===== src/rtl/display_scan_mux.sv =====
// display_scan_mux: time-multiplexes four 5-bit display codes onto a shared
// segment decoder input (digit_code) and a 4-bit active-low anode bus (an).
// Incoming codes land in a shadow buffer and are copied to the active set only
// at the frame boundary, so a frame never tears. Each digit slot starts with
// GAP_CYCLES blanked cycles to suppress ghosting.
// Optional build macro DISPLAY_SCAN_LEADING_ZERO_BLANK_EN: blank leading zeros
// of digits 3..1 during the shadow-to-active copy.
module display_scan_mux #(
    parameter int REFRESH_DIV = 100000,  // cycles per digit slot, >= 2
    parameter int GAP_CYCLES  = 16       // blanked cycles per slot, < REFRESH_DIV
) (
    input  logic        clk,
    input  logic        rst,
    input  logic        load,
    input  logic [19:0] digits_in,
    output logic [4:0]  digit_code,
    output logic [3:0]  an,
    output logic        frame_tick
);

    localparam int              CW       = $clog2(REFRESH_DIV);
    localparam logic [4:0]      BLANK    = 5'd17;
    localparam bit              HAS_GAP  = (GAP_CYCLES > 0);
    localparam logic [CW-1:0]   CNT_LAST = CW'(REFRESH_DIV - 1);
    localparam logic [CW-1:0]   GAP_LAST = CW'(HAS_GAP ? GAP_CYCLES - 1 : 0);

    typedef enum logic {
        GAP  = 1'b0,
        SHOW = 1'b1
    } state_t;

    localparam state_t SLOT_START = HAS_GAP ? GAP : SHOW;

    state_t          state, state_nxt;
    logic [CW-1:0]   cnt, cnt_nxt;
    logic [1:0]      idx, idx_nxt;
    logic [3:0][4:0] shadow;
    logic [3:0][4:0] active, active_nxt;
    logic            slot_end;
    logic            frame_end;

    // Clamp every field above 17 to the blank code.
    function automatic logic [3:0][4:0] sanitise(input logic [19:0] raw);
        logic [3:0][4:0] res;
        for (int i = 0; i < 4; i++) begin
            res[i] = (raw[i*5 +: 5] > BLANK) ? BLANK : raw[i*5 +: 5];
        end
        return res;
    endfunction

`ifdef DISPLAY_SCAN_LEADING_ZERO_BLANK_EN
    // Blank leading zeros from digit 3 downward; digit 0 always shows.
    // A blank digit keeps the chain going, any other non-zero code ends it.
    function automatic logic [3:0][4:0] frame_copy(input logic [3:0][4:0] d);
        logic [3:0][4:0] res;
        logic            chain;
        res   = d;
        chain = 1'b1;
        for (int i = 3; i >= 1; i--) begin
            if (chain) begin
                if (d[i] == 5'd0) begin
                    res[i] = BLANK;
                end else if (d[i] != BLANK) begin
                    chain = 1'b0;
                end
            end
        end
        return res;
    endfunction
`else
    // Codes are copied verbatim; zeros display as 0.
    function automatic logic [3:0][4:0] frame_copy(input logic [3:0][4:0] d);
        return d;
    endfunction
`endif

    // Next-state logic for slot counter, slot index, FSM and active digits.
    always_comb begin
        slot_end   = (cnt == CNT_LAST);
        frame_end  = slot_end && (idx == 2'd3);
        cnt_nxt    = cnt + 1'b1;
        idx_nxt    = idx;
        state_nxt  = state;
        active_nxt = frame_end ? frame_copy(shadow) : active;
        if (slot_end) begin
            cnt_nxt   = '0;
            idx_nxt   = idx + 2'd1;
            state_nxt = SLOT_START;
        end else if (state == GAP && cnt == GAP_LAST) begin
            state_nxt = SHOW;
        end
    end

    // State, buffers and registered outputs, all updated on the same edge.
    always_ff @(posedge clk) begin
        // NOTE: sequential state uses non-blocking assignments so every
        // register samples the pre-edge values computed by the comb block.
        if (rst) begin
            cnt        <= '0;
            idx        <= 2'd0;
            state      <= SLOT_START;
            // NOTE: the digit buffers are reset explicitly because the display
            // must stay blank until a load has reached the active set.
            shadow     <= {4{BLANK}};
            active     <= {4{BLANK}};
            an         <= 4'b1111;
            digit_code <= BLANK;
            frame_tick <= 1'b0;
        end else begin
            cnt        <= cnt_nxt;
            idx        <= idx_nxt;
            state      <= state_nxt;
            active     <= active_nxt;
            frame_tick <= frame_end;
            if (load) begin
                shadow <= sanitise(digits_in);
            end
            if (state_nxt == SHOW) begin
                an         <= ~(4'b0001 << idx_nxt);
                digit_code <= active_nxt[idx_nxt];
            end else begin
                an         <= 4'b1111;
                digit_code <= BLANK;
            end
        end
    end

endmodule


===== config.mk =====
export PLATFORM = sky130hd
export DESIGN_NAME = display_scan_mux
export DESIGN_NICKNAME = d
export VERILOG_FILES = /design/src/rtl/display_scan_mux.sv
export SDC_FILE = /design/constraint.sdc
export NUM_CORES = 1
export LEC_CHECK = 0
export ABC_CLOCK_PERIOD_IN_PS = 4800
export CORE_ASPECT_RATIO = 1.1
export CORE_UTILIZATION = 55
export CTS_CLUSTER_DIAMETER = 120
export DETAILED_ROUTE_END_ITERATION = 8
export PLACE_DENSITY_LB_ADDON = 0.12
export SYNTH_ARGS = -nofsm -noshare
export SYNTH_HDL_FRONTEND = slang
export SYNTH_SLANG_ARGS = --single-unit

===== constraint.sdc =====
create_clock -name clk -period 4.8 [get_ports clk]
set_clock_uncertainty 0.15 [all_clocks]
set_input_delay 0.96 -clock clk [delete_from_list [all_inputs] [get_ports clk]]
set_output_delay 0.96 -clock clk [all_outputs]
set_load 0.1 [all_outputs]

Sizing map:
Drawn at 4 px/um.
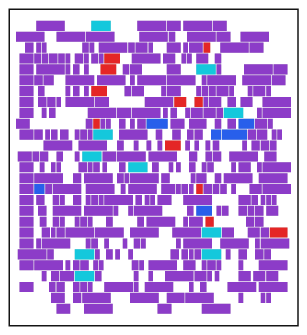
[blue] drive 3 to 4 | cells: 6 | share: 1.6%
[red] drive 2 | cells: 11 | share: 2.9%
[purple] drive 1 or less | cells: 355 | share: 93%
[cyan] drive 6 and up | cells: 10 | share: 2.6%
setup slack after layout: 1490 ps
count of plain and timing-repair buffers: 33
synthesis-to-finish area growth: 16.5%
Finished Cell Area: 3430 um^2

Cells coloured by class:
Drawn at 4 px/um. Fill, decap, tap and diode cells in grey.
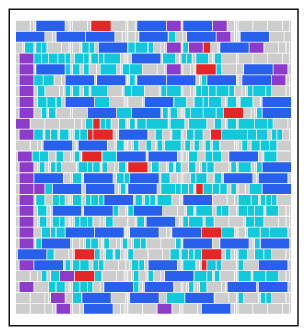
[purple] other buffers and delay cells | cells: 33 | share of their area: 9.8%
[blue] flops | cells: 70 | share of their area: 42%
[red] clock drivers and dummy loads | cells: 16 | share of their area: 5.0%
[cyan] all other logic | cells: 263 | share of their area: 44%
number of standard-cell rows in the floorplan: 27
Final Core Density: 67.7%
Core Box Area: 5070 um^2
sequential share of cell area: 40.8%

Selected gate families:
Drawn at 4 px/um.
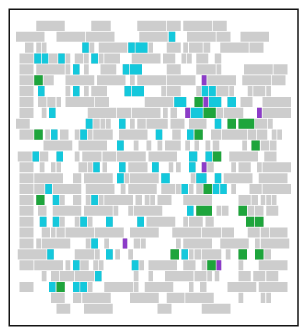
[green] AND and OR gates | cells: 20
[cyan] inverting AOI/OAI gates | cells: 64
[purple] inverters | cells: 7
Top cell excl fill/tap: dfxtp_1
Finished Layout Cells: 440
share of the final layout cell area in multi-input gates: 41.9%

==> flow.log <==
[report] extracting results
[metrics] synth cell count leaders: 70 x dfxtp_1, 50 x nand2_1, 48 x nor2_1
[metrics] AO/OA Area Share: roughly an eighth
[metrics] number of distinct library cells after synthesis: 44
[metrics] post-synthesis instance area: 2950 um^2
[metrics] instance area at placement: 3260 um^2
[metrics] part of the power in combinational logic: 4.7%
[metrics] number of H-tree branching levels: 3
[metrics] gpl congestion: 0.818
[metrics] number of cells on the worst reg-to-reg path: 6
[metrics] startpoint of the most critical setup path: rst
[metrics] peak per-stage delay on the critical path: roughly 520 ps
[metrics] average size of a mapped cell: 8.37 um^2
[metrics] worst slew margin relative to its limit: 23.8%
[metrics] simple-gate share of the synthesized area: 26.2%
[metrics] number of buffers inserted by hold repair at cts: 0
[metrics] count of boundary I/O pins: 33
[metrics] startpoint of the worst register-to-register path: idx[0]
[metrics] FF-to-FF setup slack: 1920 ps
[metrics] Worst Tran Pin Value: 1130 ps
[metrics] maximum fanout along the worst path: 29
[metrics] total number of nets in the final design: 402
[metrics] Worst setup SP type: input pin
[metrics] total DRC errors in the routed layout: 0
[metrics] final hold slack: 302 ps
[metrics] overall power consumption: 1.06 mW
[metrics] launch instance of the worst min-delay path: cnt[0]
[metrics] count of instantiated cells in the yosys netlist: 352
[metrics] Internal Dissipation: 0.816 mW
[metrics] Clk power: just over 0.4 mW
[metrics] via-per-instance ratio: 5.42
[metrics] Worst Hold Class: reg2reg
[metrics] number of antenna-violating nets in the routed design: 0
[metrics] post-placement setup slack: 1090 ps
[metrics] Max Clk Rate: approximately 300 MHz
[metrics] first-pass GRT wire length: 10.2 mm
[metrics] yosys warning tally: 0
[metrics] ratio of final minimum period to clock period: 68.9%
[metrics] Num Clock Sinks: 70
[metrics] most used flip-flop cell: dfxtp_1
[metrics] number of synthesized flops with an enable pin: 0
[metrics] maximum buffer depth of the clock tree: 2
[metrics] OpenROAD warnings: 26
[metrics] leakage power of the design: approximately 1.2 nW
[metrics] via count of the first global-routing pass: 2269
[metrics] Vert. Die Dim: 78.8 um
[metrics] Avg WL per Cell: between 10 and 15 um
[metrics] top cell type by instance count after synthesis: dfxtp_1
[metrics] total wire length after detailed routing: approximately 6.0 mm
[metrics] placed wire-length estimate after detailed placement: around 4.2 mm
[metrics] switching part of the total power: 22.8%
[metrics] outcome: complete, no violations
[metrics] clock tree from TritonCTS: done
[metrics] MUX share of area: about 4.4%
[metrics] count of cells along the worst hold path: 1
[metrics] yosys-reported design area after synthesis: 2950 um^2
[metrics] Peak VDD IR: around 0.00016 V
[metrics] total grt overflow: 0
[metrics] initial detailed-routing violation count: between 100 and 150
[metrics] CP max-delay cell: or2_2
[metrics] Adder Share, Synth: less than 1%
[metrics] share of synthesized area occupied by flip-flops and latches: 47.6%
[metrics] capturing instance or port of the critical path: digit_code[0]
[metrics] shortest period the worst path allows: 3310 ps
[metrics] worst hold endpoint: cnt[0]
[metrics] Crit path top cell by count: inv_1
[metrics] Area leader share: 47.6%
[metrics] number of antenna violations at the first check in global routing: 0
[metrics] Flop pwr share: 56.4%
[metrics] horizontal extent of the die: 71.8 um
[metrics] global-route usage over all layers: a little under a quarter
[metrics] Top non-seq family: simple AND/OR/NAND/NOR gates
[metrics] classification of the worst setup path: in2reg
[metrics] Post-synth regs: 70
[metrics] signal arrival time at the worst endpoint: between 3000 and 4000 ps
[metrics] share of total power in the clock network: 38.9%
[metrics] MaxCap Viol Count: 0
==> worst max-delay path, delay by kind of cell <==
kind                   cells  cell delay, ps
AOI/OAI and AO/OA          2             590
buffers and inverters      4            1110
and+or+nand+nor            2             700
==> cell type report <==
type                       instances  area, um^2
fill                             446        1640
inverter                           7        26.3
clock buffer                      12         145
multi-input combinational        256        1440
tap                               58        72.6
clock inverter                     4        22.5
timing repair buffer              33         328
sequential                        70        1400
==> sequential cells by signal, indices dropped and copies added, names as in the netlist <==
| register | count |
|---|---|
| state | 1 |
| digit_code | 5 |
| frame_tick | 1 |
| an | 4 |
| idx | 2 |
| active | 20 |
| shadow | 20 |
| cnt | 17 |
==> layer usage <==
layer | vias to the layer above | GRT usage (%) | share of wire (%)
met5 | - | 0 | 0
met4 | 0 | 13.5 | 2.8
li1 | 1239 | - | -
met3 | 14 | 3.93 | 2.4
met1 | 1086 | 26.7 | 44
met2 | 45 | 42.0 | 50
==> layout by cell type (no fill, tap or decap), types with 2 or more instances in the layout <==
master | synthesis | routed
a21oi_1 | 34 | 34
a311oi_1 | 3 | 3
and3_1 | 11 | 11
clkbuf_1 | 14 | 2
clkbuf_8 | 0 | 10
clkdlybuf4s50_1 | 0 | 32
clkinv_2 | 0 | 3
dfxtp_1 | 70 | 70
ha_1 | 2 | 2
inv_1 | 7 | 7
mux2_2 | 4 | 4
mux2i_1 | 7 | 7
nand2_1 | 50 | 50
nand2b_1 | 3 | 3
nand3_1 | 13 | 13
nand4_1 | 3 | 3
nor2_1 | 48 | 48
nor2b_1 | 15 | 15
o21ai_0 | 18 | 18
o21ai_1 | 2 | 2
o22ai_1 | 2 | 2
or3_1 | 4 | 4
xnor2_1 | 10 | 10
xor2_1 | 7 | 7
No activity file was given, so power comes from the tool's default toggle rates.
